===== src/rtl/pipelined_exec_core.sv =====
// ID/EXE/WB execution pipeline with register file, ALU and EXE/WB->ID operand forwarding.
// Result reaches wb_* two cycles after issue and the register file one cycle later; hold freezes every stage.
module pipelined_exec_core #(
  parameter int DATA_W   = 32,
  parameter int ADDR_W   = 5,
  parameter int ZERO_REG = 1,
  parameter int FWD_EN   = 1
) (
  input  logic              clk,
  input  logic              rst,
  input  logic              hold,
  input  logic              in_valid,
  input  logic [2:0]        in_aluop,
  input  logic              in_alusrc,
  input  logic [ADDR_W-1:0] in_raddr1,
  input  logic [ADDR_W-1:0] in_raddr2,
  input  logic [ADDR_W-1:0] in_waddr,
  input  logic              in_wen,
  input  logic [DATA_W-1:0] in_imm,
  output logic [DATA_W-1:0] aluout,
  output logic              wb_valid,
  output logic [ADDR_W-1:0] wb_waddr,
  output logic [DATA_W-1:0] wb_data,
  output logic              zero_flag,
  input  logic [ADDR_W-1:0] dbg_raddr,
  output logic [DATA_W-1:0] dbg_rdata
);

  localparam int NREGS = 2**ADDR_W;
  localparam int SH_W  = $clog2(DATA_W);

  logic [DATA_W-1:0] regs [NREGS];

  logic              ex_valid;
  logic              ex_wen;
  logic [2:0]        ex_aluop;
  logic [ADDR_W-1:0] ex_waddr;
  logic [DATA_W-1:0] ex_a;
  logic [DATA_W-1:0] ex_b;
  logic              wb_wen;

  logic [ADDR_W-1:0] src_addr [2];
  logic [DATA_W-1:0] src_val  [2];
  logic [DATA_W-1:0] op_b;
  logic              wr_en;

  assign src_addr[0] = in_raddr1;
  assign src_addr[1] = in_raddr2;

  // EXE result is newer than WB, so it is checked last and wins.
  always_comb begin
    for (int i = 0; i < 2; i++) begin
      src_val[i] = regs[src_addr[i]];
      if (FWD_EN != 0) begin
        if (wb_valid && wb_wen && (wb_waddr == src_addr[i])) src_val[i] = wb_data;
        if (ex_valid && ex_wen && (ex_waddr == src_addr[i])) src_val[i] = aluout;
      end
      if ((ZERO_REG != 0) && (src_addr[i] == '0)) src_val[i] = '0;
    end
  end

  assign op_b = in_alusrc ? in_imm : src_val[1];

  always_comb begin
    aluout = '0;
    case (ex_aluop)
      3'b000: aluout = ex_a + ex_b;
      3'b001: aluout = ex_a - ex_b;
      3'b010: aluout = ex_a & ex_b;
      3'b011: aluout = ex_a | ex_b;
      3'b100: aluout = ex_a ^ ex_b;
      3'b101: aluout = {{(DATA_W-1){1'b0}}, ($signed(ex_a) < $signed(ex_b))};
      3'b110: aluout = ex_a << ex_b[SH_W-1:0];
      3'b111: aluout = ex_a >> ex_b[SH_W-1:0];
      default: aluout = '0;
    endcase
  end

  always_ff @(posedge clk or negedge rst) begin
    if (!rst) begin
      ex_valid  <= 1'b0;
      ex_wen    <= 1'b0;
      ex_aluop  <= '0;
      ex_waddr  <= '0;
      ex_a      <= '0;
      ex_b      <= '0;
      wb_valid  <= 1'b0;
      wb_wen    <= 1'b0;
      wb_waddr  <= '0;
      wb_data   <= '0;
      zero_flag <= 1'b0;
    end else if (!hold) begin
      ex_valid  <= in_valid;
      ex_wen    <= in_wen;
      ex_aluop  <= in_aluop;
      ex_waddr  <= in_waddr;
      ex_a      <= src_val[0];
      ex_b      <= op_b;
      wb_valid  <= ex_valid;
      wb_wen    <= ex_wen;
      wb_waddr  <= ex_waddr;
      wb_data   <= aluout;
      zero_flag <= ex_valid && (aluout == '0);
    end
  end

  assign wr_en = wb_valid && wb_wen && !hold && !((ZERO_REG != 0) && (wb_waddr == '0));

  always_ff @(posedge clk or negedge rst) begin
    if (!rst) begin
      for (int i = 0; i < NREGS; i++) regs[i] <= '0;
    end else if (wr_en) begin
      regs[wb_waddr] <= wb_data;
    end
  end

  assign dbg_rdata = regs[dbg_raddr];

endmodule


===== config.mk =====
export PLATFORM = sky130hd
export DESIGN_NAME = pipelined_exec_core
export DESIGN_NICKNAME = d
export VERILOG_FILES = /design/src/rtl/pipelined_exec_core.sv
export SDC_FILE = /design/constraint.sdc
export NUM_CORES = 2
export LEC_CHECK = 0
export CORE_MARGIN = 4
export CORE_UTILIZATION = 56
export DETAILED_ROUTE_END_ITERATION = 7
export PLACE_DENSITY = 0.83
export SLEW_MARGIN = 20
export SYNTH_ARGS = -nofsm -noshare
export SYNTH_HDL_FRONTEND = slang
export SYNTH_SLANG_ARGS = --single-unit

===== constraint.sdc =====
create_clock -name clk -period 8.5 [get_ports clk]
set_clock_uncertainty 0.2 [all_clocks]
set_input_delay 1.7 -clock clk [delete_from_list [all_inputs] [get_ports clk]]
set_output_delay 1.7 -clock clk [all_outputs]
set_load 0.05 [all_outputs]

Figure 1. Routed metal, one colour a layer.
Scale: 1 px per um.
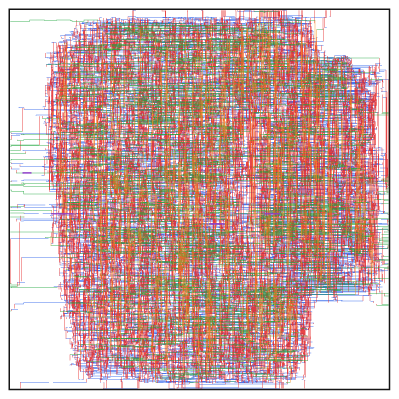
legend:
  M1:
    colour: blue
    wire_length: 92.6 mm
  M5:
    colour: purple
    wire_length: 55.2 um
  M2:
    colour: red
    wire_length: 120 mm
  M4:
    colour: orange
    wire_length: 20.7 mm
  M3:
    colour: green
    wire_length: 40.8 mm
overall via count from detail_route: 57600
global-route usage over all layers: 0.383
wire length after detailed routing: 274000 um

==> impl_metrics.tcl <==
# metrics dict for downstream scripts
set metrics [dict create \
    status "finished, final reports clean" \
    synth.mux.area_fraction 0.475 \
    grt_pass1_vias 57800 \
    filler_cell_count 9455 \
    capturing_element_type_of_the_critical_path "output pin" \
    wire_per_inst_um 37.6 \
    finalSetupTns_ns 0 \
    yosys.area.top_type "dfrtp_1" \
    cts.root.buffer_cell "clkbuf_16" \
    dominant_cells "multi-input combinational cells" \
    p_comb_mw 5.11 \
    synth-cells-yosys 5557 \
    cts_sinks 1138 \
    io_pins 164 \
    multi_input_comb_area_mm2 0.0458 \
    rsz0062_at_grt "no" \
    globalRouteOverflowTotal 0 \
    synthAoiAreaFrac 0.0613 \
    non_clock_buffer_contribution_to_total_cell_area 0.0385 \
    netlist_area_mm2 0.0770 \
    lay_top_count "dfrtp_1" \
    path_cells "ha_1, fa_1, nand3_1, a211oi_1, o21ai_0, a21oi_1, o21bai_1, a211o_1, o22ai_1, o2111ai_1, clkdlybuf4s50_1" \
    final_cell_area_mm2 0.0843 \
    detail_route.first_pass.iterations 8 \
    initCoreUtil 0.566 \
    cts_tree "done" \
    intPower_mw 11.4 \
    yosys.stat.seqShare 0.370 \
    dp_cells 7039 \
    switchingPower_mw 6.11 \
    timing.hold.worst_endpoint "regs[996]" \
    synth.yosys.warnings 0 \
    post_synth_fa_ha_maj_area_fraction 0.0164 \
    layout_cells_sized_above_1 0.474 \
    cts.clk_slew.worst_paths_ns 0.07 \
    numCtsBuffers 120 \
    wl_met2_um 120000 \
    clkPwrFrac 0.314 \
    tool_warnings 113 \
    sw_frac_of_total 0.349 \
    route.detailed.drc 0 \
    die_h_um 379 \
    yosys.area_share.xor_xnor 0.00364 \
    postCtsResizedCells 0 \
    wirelength_met1_um 92600 \
    largest_register_ff_count 1024 \
    global_route.usage.met2 0.552 \
    tapCellCount 1781 \
    power.largest_group "registers" \
    synth_cell_type_count 98 \
    sh_comb_area 0.543 \
    top_layer_used "met5" \
    antenna_found_initial 15 \
    timing.reg2reg.worst_path_depth 13 \
    slowest_delay_ns 0.87 \
    placement_rows 135 \
    sequential_cell_area_mm2 0.0285 \
    timing.critical_path.required_ns 6.60 \
    cts_hold_buffers 0 \
    maximum_number_of_pins_on_one_net_before_global_route_repair 173 \
    hold_viol 0 \
    postSynthAreaPerCell_um2 13.9 \
    setup_ws_ns 0.617 \
    finalWeightedCongestion 1.07 \
    seq_area_frac 0.338 \
    multiInputCombCellCount 3667 \
    timing.slew.headroom 0.207 \
    yosys_synthesis_chip_area_mm2 0.0770 \
    met3_usage 0.150 \
    p_comb_frac 0.292 \
    critical_path_cell_count 11 \
    r2r_slack_ns 2.95 \
    antenna-diode-count 9 \
    timing.critical_path.max_delay_family "AND-OR/OR-AND gates" \
    grt_pass1_wl_um 400000 \
    power.clock.total_mw 5.51 \
    seqPwrFrac 0.394 \
    post_synth_and_or_nand_nor_area_fraction 0.0360 \
    final_core_util 0.620 \
]
Figure 2. Power grid.
Scale: 1 px per um. Pins as bars on the die edge. Tap cells in grey.
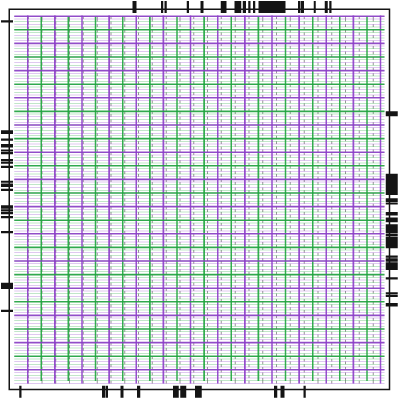
legend:
  VDD:
    colour: green
  VSS:
    colour: purple
met1 rails: 136
tap cells: 1781
rows: 135
met5 straps: 27

